File: src/rtl/stopwatch_bcd_counter.sv
// Stopwatch SS.hh BCD time base with debounced start/stop, clear (and optional lap) buttons.
// Latency: button raw edge -> state change DB_MS+2 clks; tick -> digits same edge; outputs registered.
// Backpressure: none, free-running; optional lap hold enabled by defining STOPWATCH_LAP_EN.

module stopwatch_debounce #(
    parameter int DB_MS = 20
) (
    input  logic clk,
    input  logic i_rst_n,
    input  logic i_btn,
    output logic o_pulse
);
    localparam int CW = (DB_MS > 1) ? $clog2(DB_MS) : 1;

    logic          r_sync1;
    logic          r_sync2;
    logic          r_level;
    logic [CW-1:0] r_cnt;
    logic          w_diff;
    logic          w_done;

    assign w_diff  = r_sync2 ^ r_level;
    assign w_done  = w_diff && (r_cnt == CW'(DB_MS - 1));
    assign o_pulse = w_done && r_sync2;

    always_ff @(posedge clk or negedge i_rst_n) begin
        if (!i_rst_n) begin
            r_sync1 <= 1'b0;
            r_sync2 <= 1'b0;
            r_level <= 1'b0;
            r_cnt   <= '0;
        end else begin
            r_sync1 <= i_btn;
            r_sync2 <= r_sync1;
            // counter measures how long the synced input has disagreed with the level
            if (!w_diff) begin
                r_cnt <= '0;
            end else if (w_done) begin
                r_cnt   <= '0;
                r_level <= r_sync2;
            end else begin
                r_cnt <= r_cnt + CW'(1);
            end
        end
    end
endmodule

module stopwatch_bcd_counter #(
    parameter int TICK_DIV = 10,
    parameter int DB_MS    = 20
) (
    input  logic       clk,
    input  logic       sys_rst_n,
    input  logic       btn_start_stop,
    input  logic       btn_clear,
    input  logic       btn_lap,
    output logic [3:0] dig0,
    output logic [3:0] dig1,
    output logic [3:0] dig2,
    output logic [3:0] dig3,
    output logic       running,
    output logic       wrap,
    output logic       lap_held
);
    localparam int PW = (TICK_DIV > 1) ? $clog2(TICK_DIV) : 1;

    typedef enum logic [1:0] {
        S_IDLE  = 2'd0,
        S_RUN   = 2'd1,
        S_PAUSE = 2'd2
    } state_t;

    state_t        r_state;
    state_t        w_state_nxt;
    logic [PW-1:0] r_presc;
    logic          w_tick;
    logic          w_ss_pulse;
    logic          w_clr_pulse;
    logic [3:0]    r_d0, r_d1, r_d2, r_d3;
    logic [3:0]    w_d0_n, w_d1_n, w_d2_n, w_d3_n;
    logic          w_wrap_evt;
    logic          r_running;
    logic          r_wrap;

    stopwatch_debounce #(.DB_MS(DB_MS)) u_db_ss (
        .clk     (clk),
        .i_rst_n (sys_rst_n),
        .i_btn   (btn_start_stop),
        .o_pulse (w_ss_pulse)
    );

    stopwatch_debounce #(.DB_MS(DB_MS)) u_db_clr (
        .clk     (clk),
        .i_rst_n (sys_rst_n),
        .i_btn   (btn_clear),
        .o_pulse (w_clr_pulse)
    );

    always_comb begin
        w_state_nxt = r_state;
        case (r_state)
            S_IDLE:  if (w_ss_pulse) w_state_nxt = S_RUN;
            S_RUN:   if (w_ss_pulse) w_state_nxt = S_PAUSE;
            S_PAUSE: begin
                // clear has priority over start when both land together
                if (w_clr_pulse)     w_state_nxt = S_IDLE;
                else if (w_ss_pulse) w_state_nxt = S_RUN;
            end
            default: w_state_nxt = S_IDLE;
        endcase
    end

    always_ff @(posedge clk or negedge sys_rst_n) begin
        if (!sys_rst_n) begin
            r_state   <= S_IDLE;
            r_running <= 1'b0;
        end else begin
            r_state   <= w_state_nxt;
            r_running <= (w_state_nxt == S_RUN);
        end
    end

    assign w_tick = (r_state == S_RUN) && (r_presc == PW'(TICK_DIV - 1));

    always_ff @(posedge clk or negedge sys_rst_n) begin
        if (!sys_rst_n) begin
            r_presc <= '0;
        end else if (w_state_nxt == S_IDLE) begin
            r_presc <= '0;
        end else if (r_state == S_RUN) begin
            r_presc <= w_tick ? '0 : r_presc + PW'(1);
        end
    end

    always_comb begin
        w_d0_n     = r_d0;
        w_d1_n     = r_d1;
        w_d2_n     = r_d2;
        w_d3_n     = r_d3;
        w_wrap_evt = 1'b0;
        if (w_state_nxt == S_IDLE) begin
            w_d0_n = 4'd0;
            w_d1_n = 4'd0;
            w_d2_n = 4'd0;
            w_d3_n = 4'd0;
        end else if (w_tick) begin
            // carry on >= limit so a corrupted digit can never stick outside BCD
            if (r_d3 < 4'd9) begin
                w_d3_n = r_d3 + 4'd1;
            end else begin
                w_d3_n = 4'd0;
                if (r_d2 < 4'd9) begin
                    w_d2_n = r_d2 + 4'd1;
                end else begin
                    w_d2_n = 4'd0;
                    if (r_d1 < 4'd9) begin
                        w_d1_n = r_d1 + 4'd1;
                    end else begin
                        w_d1_n = 4'd0;
                        if (r_d0 < 4'd5) begin
                            w_d0_n = r_d0 + 4'd1;
                        end else begin
                            w_d0_n     = 4'd0;
                            w_wrap_evt = 1'b1;
                        end
                    end
                end
            end
        end
    end

    always_ff @(posedge clk or negedge sys_rst_n) begin
        if (!sys_rst_n) begin
            r_d0   <= 4'd0;
            r_d1   <= 4'd0;
            r_d2   <= 4'd0;
            r_d3   <= 4'd0;
            r_wrap <= 1'b0;
        end else begin
            r_d0   <= w_d0_n;
            r_d1   <= w_d1_n;
            r_d2   <= w_d2_n;
            r_d3   <= w_d3_n;
            r_wrap <= w_wrap_evt;
        end
    end

    assign running = r_running;
    assign wrap    = r_wrap;

`ifdef STOPWATCH_LAP_EN
    logic       w_lap_pulse;
    logic       w_lap_act;
    logic       w_capture;
    logic       w_hold_nxt;
    logic       r_hold;
    logic [3:0] r_c0, r_c1, r_c2, r_c3;
    logic [3:0] r_o0, r_o1, r_o2, r_o3;

    stopwatch_debounce #(.DB_MS(DB_MS)) u_db_lap (
        .clk     (clk),
        .i_rst_n (sys_rst_n),
        .i_btn   (btn_lap),
        .o_pulse (w_lap_pulse)
    );

    assign w_lap_act  = (r_state == S_RUN) && w_lap_pulse;
    assign w_capture  = w_lap_act && !r_hold;
    assign w_hold_nxt = (w_state_nxt == S_IDLE) ? 1'b0 : (r_hold ^ w_lap_act);

    // the captured value is what the live count shows after this edge
    always_ff @(posedge clk or negedge sys_rst_n) begin
        if (!sys_rst_n) begin
            r_hold <= 1'b0;
            r_c0   <= 4'd0;
            r_c1   <= 4'd0;
            r_c2   <= 4'd0;
            r_c3   <= 4'd0;
            r_o0   <= 4'd0;
            r_o1   <= 4'd0;
            r_o2   <= 4'd0;
            r_o3   <= 4'd0;
        end else begin
            r_hold <= w_hold_nxt;
            if (w_capture) begin
                r_c0 <= w_d0_n;
                r_c1 <= w_d1_n;
                r_c2 <= w_d2_n;
                r_c3 <= w_d3_n;
            end
            if (w_hold_nxt && !w_capture) begin
                r_o0 <= r_c0;
                r_o1 <= r_c1;
                r_o2 <= r_c2;
                r_o3 <= r_c3;
            end else begin
                r_o0 <= w_d0_n;
                r_o1 <= w_d1_n;
                r_o2 <= w_d2_n;
                r_o3 <= w_d3_n;
            end
        end
    end

    assign dig0     = r_o0;
    assign dig1     = r_o1;
    assign dig2     = r_o2;
    assign dig3     = r_o3;
    assign lap_held = r_hold;
`else
    logic w_unused_lap;

    assign w_unused_lap = btn_lap;
    assign dig0         = r_d0;
    assign dig1         = r_d1;
    assign dig2         = r_d2;
    assign dig3         = r_d3;
    assign lap_held     = 1'b0;
`endif
endmodule

File: config.mk
export PLATFORM = sky130hd
export DESIGN_NAME = stopwatch_bcd_counter
export DESIGN_NICKNAME = d
export VERILOG_FILES = /design/src/rtl/stopwatch_bcd_counter.sv
export SDC_FILE = /design/constraint.sdc
export NUM_CORES = 1
export LEC_CHECK = 0
export CAP_MARGIN = 20
export CORE_ASPECT_RATIO = 1.75
export CORE_MARGIN = 2
export CORE_UTILIZATION = 59
export CTS_CLUSTER_SIZE = 40
export DETAILED_ROUTE_END_ITERATION = 10
export GPL_TIMING_DRIVEN = 0
export MAX_ROUTING_LAYER = met4
export PLACE_DENSITY = 0.82
export RECOVER_POWER = 25
export SYNTH_ARGS = -nofsm -noshare
export SYNTH_HDL_FRONTEND = slang
export SYNTH_SLANG_ARGS = --single-unit
File: constraint.sdc
create_clock -name clk -period 2.95 [get_ports clk]
set_input_delay 0.59 -clock clk [delete_from_list [all_inputs] [get_ports clk]]
set_output_delay 0.59 -clock clk [all_outputs]
set_load 0.02 [all_outputs]
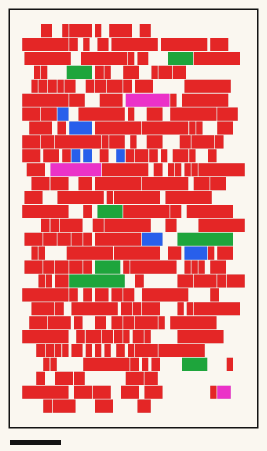
sizing.png
The bar under the picture is 10 um long.
| size | colour | cells | share |
|---|---|---|---|
| x2 | blue | 7 | 3.1% |
| x3 and x4 | magenta | 3 | 1.3% |
| x1 and smaller | red | 210 | 93% |
| x6 and larger | green | 7 | 3.1% |
Non-CTS buffers: 27
Final Cell Area: 2420 um2
Layout area overhead: 19.2%

==> flow_summary_export.csv <==
group,metric,value,unit
routing,drc,0,
job,maxCapViolations,1,
synthesis,ys_chip_area,2030,um2
cells_and_area,logic_gates,137,
setup_path,cp.depth,1,
clock_network,cts_resized,0,
pwr,p_comb_share,2.7,%
setup_path,start_kind,"flip-flop",
clock_network,worstSkewPairLatency,0.30,ns
routing,ant_nets,0,
global_route,grt_pass1_wl,7190,um
setup_path,regToRegEndpoint,"r_presc[3]",
cells_and_area,final_nets,244,
cells_and_area,nonClkBufAreaFrac,9.68,%
pwr,p_int,0.901,mW
cells_and_area,comb_area,937,um2
synthesis,yosys_warnings,0,
global_route,grt_pass1_vias,1582,
pwr,seqPwrFrac,50.5,%
synthesis,synthDistinctLibCells,42,
run_status,status,"finished, violations left",
pwr,p_sw_share,19.4,%
pwr,power-top-group,"sequential cells",
synthesis,top_area_share,49.4,%
cells_and_area,clockBufferCount,5,
synthesis,syn_nets,216,
clock_network,cts_tree,"built",
cells_and_area,mostFrequentLayoutCells,"dfrtp_1, clkdlybuf4s50_1, inv_1",
pwr,ir_drop,478,uV
setup_path,slowest_delay,0.67,ns
pwr,pg_comb,0.0304,mW
cells_and_area,flop_area,1000,um2
global_route,grt_overflow_total,0,
run_status,violations,"max-capacitance violations, max-slew violations",
routing,avgRoutedWirePerCell,15.7,um
final_timing,drv_slew,41,
setup_path,crit_path_end,"dig3[3]",
floorplan,num_rows,28,
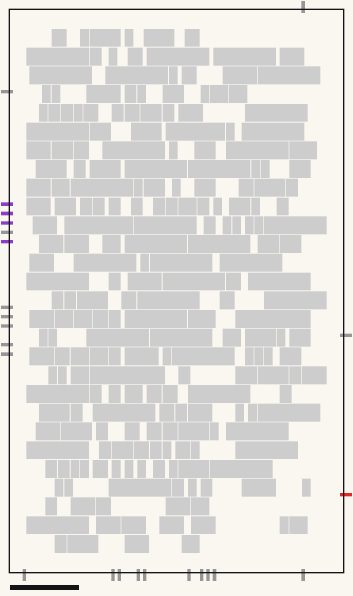
pinout.png
The bar under the picture is 10 um long. Pins as bars across the die edge, other pins in grey.
| port | colour | pins | direction | edge |
|---|---|---|---|---|
| sys_rst_n | red | 1 | input | right |
| dig3 | purple | 4 | output | left |
all pins by edge: 11 left, 10 bottom, 2 right, 1 top
DIE HEIGHT: 81.6 um
I/O Buffers: 21
Die Wd: 48.3 um

## registers in the layout (all words and copies together) (netlist names), 2 cells and up
register and flops:
dig3 4, dig0 4, dig2 4, r_state 2, u_db_ss.r_cnt 5, dig1 4
u_db_clr.r_cnt 5, r_presc 4
## kinds of logic (layout without fill, tap and decap cells)
kind of cell	Yosys count	after routing	synth area share, %
mux	2	2	1.05
flops	40	40	49.4
fa+ha+maj	12	12	7.40
compound gates	42	42	12.5
simple gates	71	71	21.2
buf+inv	22	50	4.44
other cells	1	1	0.185
xor+xnor	9	9	3.89
## per-layer routing
| metal | part of all wire, % | track usage (%) |
|---|---|---|
| met5 | 0 | - |
| met4 | 1.8 | 12.9 |
| met3 | 3.6 | 4.18 |
| met2 | 55 | 43.2 |
| met1 | 40 | 27.4 |
Power figures rest on the tool's default switching activity, not on a simulated workload.
